## src/rtl/alu_seq_pkg.sv

```systemverilog
`default_nettype none
// ============================================================================
//  Module      : alu_seq_pkg
//  Description : Shared opcodes, FSM state encoding, flag bit positions and
//                index-width helper for the ALU operation sequencer.
//  Revision    : 1.0 - initial release
// ============================================================================
package alu_seq_pkg;

    // ALU opcodes (3 bits)
    localparam logic [2:0] OP_MOV  = 3'b000;
    localparam logic [2:0] OP_NOT  = 3'b001;
    localparam logic [2:0] OP_ADD  = 3'b010;
    localparam logic [2:0] OP_NOR  = 3'b011;
    localparam logic [2:0] OP_SUB  = 3'b100;
    localparam logic [2:0] OP_NAND = 3'b101;
    localparam logic [2:0] OP_AND  = 3'b110;
    localparam logic [2:0] OP_SLT  = 3'b111;

    // Flag bit positions within {overflow, zero, carry}
    localparam int FLG_OVF   = 2;
    localparam int FLG_ZERO  = 1;
    localparam int FLG_CARRY = 0;

    // Sequencer states
    typedef enum logic [1:0] {
        ST_IDLE    = 2'd0,
        ST_ISSUE   = 2'd1,
        ST_CAPTURE = 2'd2,
        ST_RESP    = 2'd3
    } state_t;

    // Register index width; a single-register file still needs a 1-bit index
    function automatic int idx_width(input int n);
        return (n > 1) ? $clog2(n) : 1;
    endfunction

endpackage
`default_nettype wire

```

## src/rtl/alu_seq_regfile.sv

```systemverilog
`default_nettype none
// ============================================================================
//  Module      : alu_seq_regfile
//  Description : NREG x W register file, two combinational read ports, one
//                synchronous write port, asynchronous active-low clear.
//                Indices at or beyond NREG read zero and never write.
//  Revision    : 1.0 - initial release
// ============================================================================
module alu_seq_regfile #(
    parameter int W    = 32,
    parameter int NREG = 4,
    parameter int AW   = 2
) (
    input  logic          clk,
    input  logic          rst_n,
    input  logic [AW-1:0] raddr_a,
    input  logic [AW-1:0] raddr_b,
    output logic [W-1:0]  rdata_a,
    output logic [W-1:0]  rdata_b,
    input  logic          we,
    input  logic [AW-1:0] waddr,
    input  logic [W-1:0]  wdata
);

    logic [W-1:0] r_regs [NREG];

    // Write port: only an in-range, matching index is updated
    always_ff @(posedge clk or negedge rst_n) begin
        if (!rst_n) begin
            for (int i = 0; i < NREG; i++) begin
                r_regs[i] <= '0;
            end
        end else if (we) begin
            for (int i = 0; i < NREG; i++) begin
                if (waddr == AW'(i)) begin
                    r_regs[i] <= wdata;
                end
            end
        end
    end

    // Read ports: decoded select so out-of-range indices return zero
    always_comb begin
        rdata_a = '0;
        rdata_b = '0;
        for (int i = 0; i < NREG; i++) begin
            if (raddr_a == AW'(i)) rdata_a = r_regs[i];
            if (raddr_b == AW'(i)) rdata_b = r_regs[i];
        end
    end

endmodule
`default_nettype wire

```

## src/rtl/alu_op_sequencer.sv

```systemverilog
`default_nettype none
// ============================================================================
//  Module      : alu_op_sequencer
//  Description : Accepts load / ALU commands, reads operands from the internal
//                register file, drives an external combinational ALU, captures
//                result and flags, writes back and returns a response.
//  Revision    : 1.0 - initial release
// ============================================================================
module alu_op_sequencer
    import alu_seq_pkg::*;
#(
    parameter  int W    = 32,
    parameter  int NREG = 4,
    localparam int AW   = idx_width(NREG)
) (
    input  logic          clk,
    input  logic          rst_n,
    input  logic          cmd_valid,
    output logic          cmd_ready,
    input  logic          cmd_load,
    input  logic [2:0]    cmd_opcode,
    input  logic [AW-1:0] cmd_dst,
    input  logic [AW-1:0] cmd_srca,
    input  logic [AW-1:0] cmd_srcb,
    input  logic [W-1:0]  cmd_imm,
    output logic [W-1:0]  alu_a,
    output logic [W-1:0]  alu_b,
    output logic [2:0]    alu_opcode,
    input  logic [W-1:0]  alu_r,
    input  logic          alu_overflow,
    input  logic          alu_zero,
    input  logic          alu_carry,
    output logic          resp_valid,
    input  logic          resp_ready,
    output logic [W-1:0]  resp_data,
    output logic [2:0]    resp_flags,
    output logic [2:0]    sticky_flags
);

    state_t        r_state;
    state_t        w_state_nxt;
    logic [AW-1:0] r_dst;
    logic          r_load;
    logic [W-1:0]  r_alu_a;
    logic [W-1:0]  r_alu_b;
    logic [2:0]    r_alu_opcode;
    logic [W-1:0]  r_resp_data;
    logic [2:0]    r_resp_flags;
    logic [2:0]    r_sticky;

    logic [W-1:0]  w_rd_a;
    logic [W-1:0]  w_rd_b;
    logic [W-1:0]  w_wdata;
    logic          w_we;
    logic [2:0]    w_alu_flags;

    assign cmd_ready    = (r_state == ST_IDLE);
    assign resp_valid   = (r_state == ST_RESP);
    assign alu_a        = r_alu_a;
    assign alu_b        = r_alu_b;
    assign alu_opcode   = r_alu_opcode;
    assign resp_data    = r_resp_data;
    assign resp_flags   = r_resp_flags;
    assign sticky_flags = r_sticky;

    // Write-back happens on the CAPTURE edge; loads already hold the immediate
    assign w_we    = (r_state == ST_CAPTURE);
    assign w_wdata = r_load ? r_resp_data : alu_r;

    alu_seq_regfile #(
        .W    (W),
        .NREG (NREG),
        .AW   (AW)
    ) u_regfile (
        .clk     (clk),
        .rst_n   (rst_n),
        .raddr_a (cmd_srca),
        .raddr_b (cmd_srcb),
        .rdata_a (w_rd_a),
        .rdata_b (w_rd_b),
        .we      (w_we),
        .waddr   (r_dst),
        .wdata   (w_wdata)
    );

    // Pack ALU flags into {overflow, zero, carry}
    always_comb begin
        w_alu_flags            = '0;
        w_alu_flags[FLG_OVF]   = alu_overflow;
        w_alu_flags[FLG_ZERO]  = alu_zero;
        w_alu_flags[FLG_CARRY] = alu_carry;
    end

    // State register
    always_ff @(posedge clk or negedge rst_n) begin
        if (!rst_n) begin
            r_state <= ST_IDLE;
        end else begin
            r_state <= w_state_nxt;
        end
    end

    // Next-state logic
    always_comb begin
        w_state_nxt = r_state;
        case (r_state)
            ST_IDLE: begin
                if (cmd_valid) begin
                    w_state_nxt = cmd_load ? ST_CAPTURE : ST_ISSUE;
                end
            end
            ST_ISSUE:   w_state_nxt = ST_CAPTURE;
            ST_CAPTURE: w_state_nxt = ST_RESP;
            ST_RESP: begin
                if (resp_ready) begin
                    w_state_nxt = ST_IDLE;
                end
            end
            default:    w_state_nxt = ST_IDLE;
        endcase
    end

    // Datapath: latch command at accept, capture ALU result, accumulate flags
    always_ff @(posedge clk or negedge rst_n) begin
        if (!rst_n) begin
            r_dst        <= '0;
            r_load       <= 1'b0;
            r_alu_a      <= '0;
            r_alu_b      <= '0;
            r_alu_opcode <= '0;
            r_resp_data  <= '0;
            r_resp_flags <= '0;
            r_sticky     <= '0;
        end else begin
            case (r_state)
                ST_IDLE: begin
                    if (cmd_valid) begin
                        r_dst  <= cmd_dst;
                        r_load <= cmd_load;
                        if (cmd_load) begin
                            r_resp_data <= cmd_imm;
                        end else begin
                            r_alu_a      <= w_rd_a;
                            r_alu_b      <= w_rd_b;
                            r_alu_opcode <= cmd_opcode;
                        end
                    end
                end
                ST_CAPTURE: begin
                    if (r_load) begin
                        r_resp_flags <= '0;
                    end else begin
                        r_resp_data  <= alu_r;
                        r_resp_flags <= w_alu_flags;
                        r_sticky     <= r_sticky | w_alu_flags;
                    end
                end
                default: ;
            endcase
        end
    end

endmodule
`default_nettype wire
```

## config.mk

```make
export PLATFORM = sky130hd
export DESIGN_NAME = alu_op_sequencer
export DESIGN_NICKNAME = d
export VERILOG_FILES = /design/src/rtl/alu_seq_pkg.sv /design/src/rtl/alu_seq_regfile.sv /design/src/rtl/alu_op_sequencer.sv
export SDC_FILE = /design/constraint.sdc
export NUM_CORES = 1
export LEC_CHECK = 0
export CAP_MARGIN = 20
export CELL_PAD_IN_SITES_DETAIL_PLACEMENT = 2
export CELL_PAD_IN_SITES_GLOBAL_PLACEMENT = 2
export CORE_UTILIZATION = 38
export CTS_BUF_LIST = sky130_fd_sc_hd__clkbuf_16
export DETAILED_ROUTE_END_ITERATION = 10
export GPL_TIMING_DRIVEN = 1
export PLACE_DENSITY = 0.77
export SLEW_MARGIN = 15
export SYNTH_ARGS = -nofsm -noshare
export SYNTH_HDL_FRONTEND = slang
export SYNTH_HIERARCHICAL = 1
export SYNTH_SLANG_ARGS = --single-unit
export TNS_END_PERCENT = 5
```

## constraint.sdc

```tcl
create_clock -name clk -period 2.4 [get_ports clk]
set_input_delay 0.24 -clock clk [delete_from_list [all_inputs] [get_ports clk]]
set_output_delay 0.24 -clock clk [all_outputs]
set_load 0.02 [all_outputs]
```

==> run notes <==
Results of the flow run.

The flow ran to the end, and the final reports show no timing, DRC or antenna violations. The register with the most flip-flops in the layout has 128 of them. The CTS report gives the tree buffer count as 27. The core footprint stands at 28780 sq um.

The largest net degree at the start of global routing stands at 64. STA lists the startpoint of the worst register-to-register path as r_state[0]. The register with the most flip-flops in the final layout is u_regfile/r_regs. The number of nets produced by synthesis stands at 796. The count of instantiated cells in the yosys netlist stands at 710. The top-level I/O count stands at 188. Per Yosys stat, the portion of area used by sequential elements is 0.5337. OpenSTA lists the critical path startpoint as r_state[0]. The power density over the cells stands at 1481 nW/um^2. The number of maximum-capacitance violations stands at 0. In the finished design, the share of the clock period the worst path needs comes to 0.9545.

Signal routing reaches up to met4. Of all flip-flops after synthesis, the portion carrying an async set or reset was 1.000. The time the worst path needs with I/O delays and setup stands at 2.291 ns.

The analysis attributes to net switching a power of 7.791 mW. The vias per cell stands at 5.462. Prior to clock tree synthesis, the placed netlist has a worst setup slack of 0.2987 ns. TritonCTS built the clock tree. The detailed placer's ending HPWL stands at 21820 um.

The number of H-tree levels stands at 1. The area taken by flip-flops and latches stands at 5957 sq um. The vertical die dimension stands at 173.4 um. The critical path maximum fanout is 5. Looking at the gate-level netlist, the highest instance count belongs to sky130_fd_sc_hd__dfrtp_1. The total tool warning count stands at 30. The via count of the first global-routing pass stands at 8441. The final setup skew stands at 0.01301 ns.

The final-layout fill cell count stands at 2616. The cell-internal power stands at 13.71 mW. Setup repair after global routing left no endpoint under its margin. The top cell type in the final layout, fill and taps aside, is sky130_fd_sc_hd__dfrtp_1.

The worst setup path is launched from a register. The layout buffering overhead excluding clock cells stands at 0.1523. CTS placed an instance of sky130_fd_sc_hd__clkbuf_16 at the clock tree root.

Per the layout area report, the sequential fraction of cell area is 0.4103. The report lists the number of cells resized after CTS as 1. The first global-routing pass estimated 52520 um of wire. The post-CTS setup repair buffer count stands at 0. The clock share of power stands at 0.192.

The sequential cell count stands at 238. The detailed router reports a met2 wire length of 17410 um. The total track usage stands at 0.2286. The number of register bits inferred by synthesis stands at 238.

The relative area of clock buffers and inverters in the final design stands at 0.06049.
logic make-up (layout without fill, tap and decap cells):
kind of cell	after synthesis	count (layout)	synth area share
multiplexers	334	334	0.3975
adder cells (fa/ha/maj)	5	5	0.005606
AND-OR/OR-AND	68	68	0.03117
buffers and inverters	54	267	0.02556
flip-flops	238	238	0.5337
AND/OR/NAND/NOR	11	11	0.006502
path summary, 6_finish.rpt:
| path | end | slack [ns] | depth (start not counted) |
|---|---|---|---|
| max | cmd_ready | 0.11 | 3 |
| min | alu_opcode[1] | 0.23 | 2 |
| max reg2reg | u_regfile/r_regs[127] | 0.32 | 5 |
| min reg2reg | sticky_flags[0] | 0.48 | 1 |
| max in group asynchronous | u_regfile/r_regs[113] | 1.40 | 3 |
| min in group clk | alu_opcode[1] | 0.32 | 2 |
worst max-delay path: stages, from the launching register on:
cell	delay, ns
sky130_fd_sc_hd__dfrtp_1	0.39
sky130_fd_sc_hd__inv_1	0.22
sky130_fd_sc_hd__ha_4	0.26
sky130_fd_sc_hd__clkdlybuf4s50_1	0.63
metrics by stage:
step | util | instance area (sq um) | cells | hold WS (ns)
after floorplan | - | 11160 | 710 | -0.05559
after global placement | 0.4732 | 13620 | 1257 | 0.1998
after detailed placement | 0.4732 | 13620 | 1257 | 0.2089
after CTS | 0.5042 | 14510 | 1307 | 0.2497
after global routing | 0.5045 | 14520 | 1307 | 0.2781
final | 0.5045 | 14520 | 1307 | 0.2287
power groups by stage:
| stage | combinational, mW | sequential [mW] | clock (mW) |
|---|---|---|---|
| after floorplan | 5.06 | 8.06 | 0 |
| after CTS | 9.87 | 7.64 | 4.24 |
| after global placement | 9.26 | 7.31 | 0 |
| after global routing | 10.4 | 7.88 | 4.39 |
| final | 9.75 | 7.62 | 4.13 |
| after detailed placement | 9.73 | 7.64 | 0 |
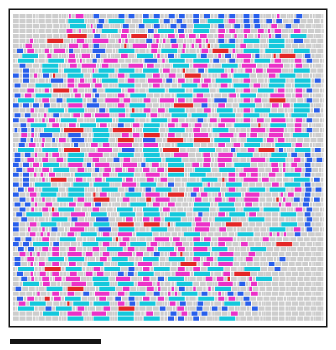
cell_classes.png
The bar under the picture is 50 um long. Fill, decap, tap and diode cells in grey.
colour	class	cells
blue	other buffers and delay cells	214
red	clock drivers and dummy loads	49
cyan	flip-flops	238
magenta	all other logic	422

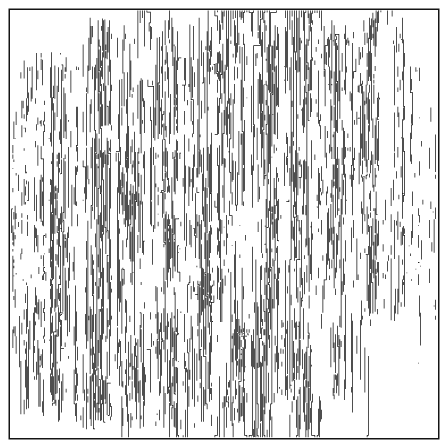
met2.png
wire length on this layer	17400 um
main direction	vertical
longest straight run	81.9 um

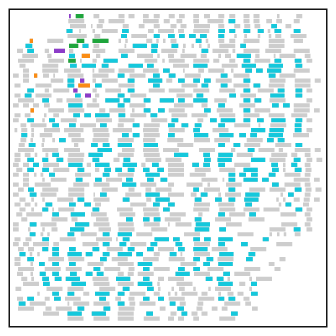
gate_families.png
colour	family	cells	where
cyan	multiplexers	334	all over the die
orange	NOR gates	5	north-west
green	adder and majority cells	5	north-west
purple	NAND gates	5	north-west

Power and IR drop assume default switching activity.
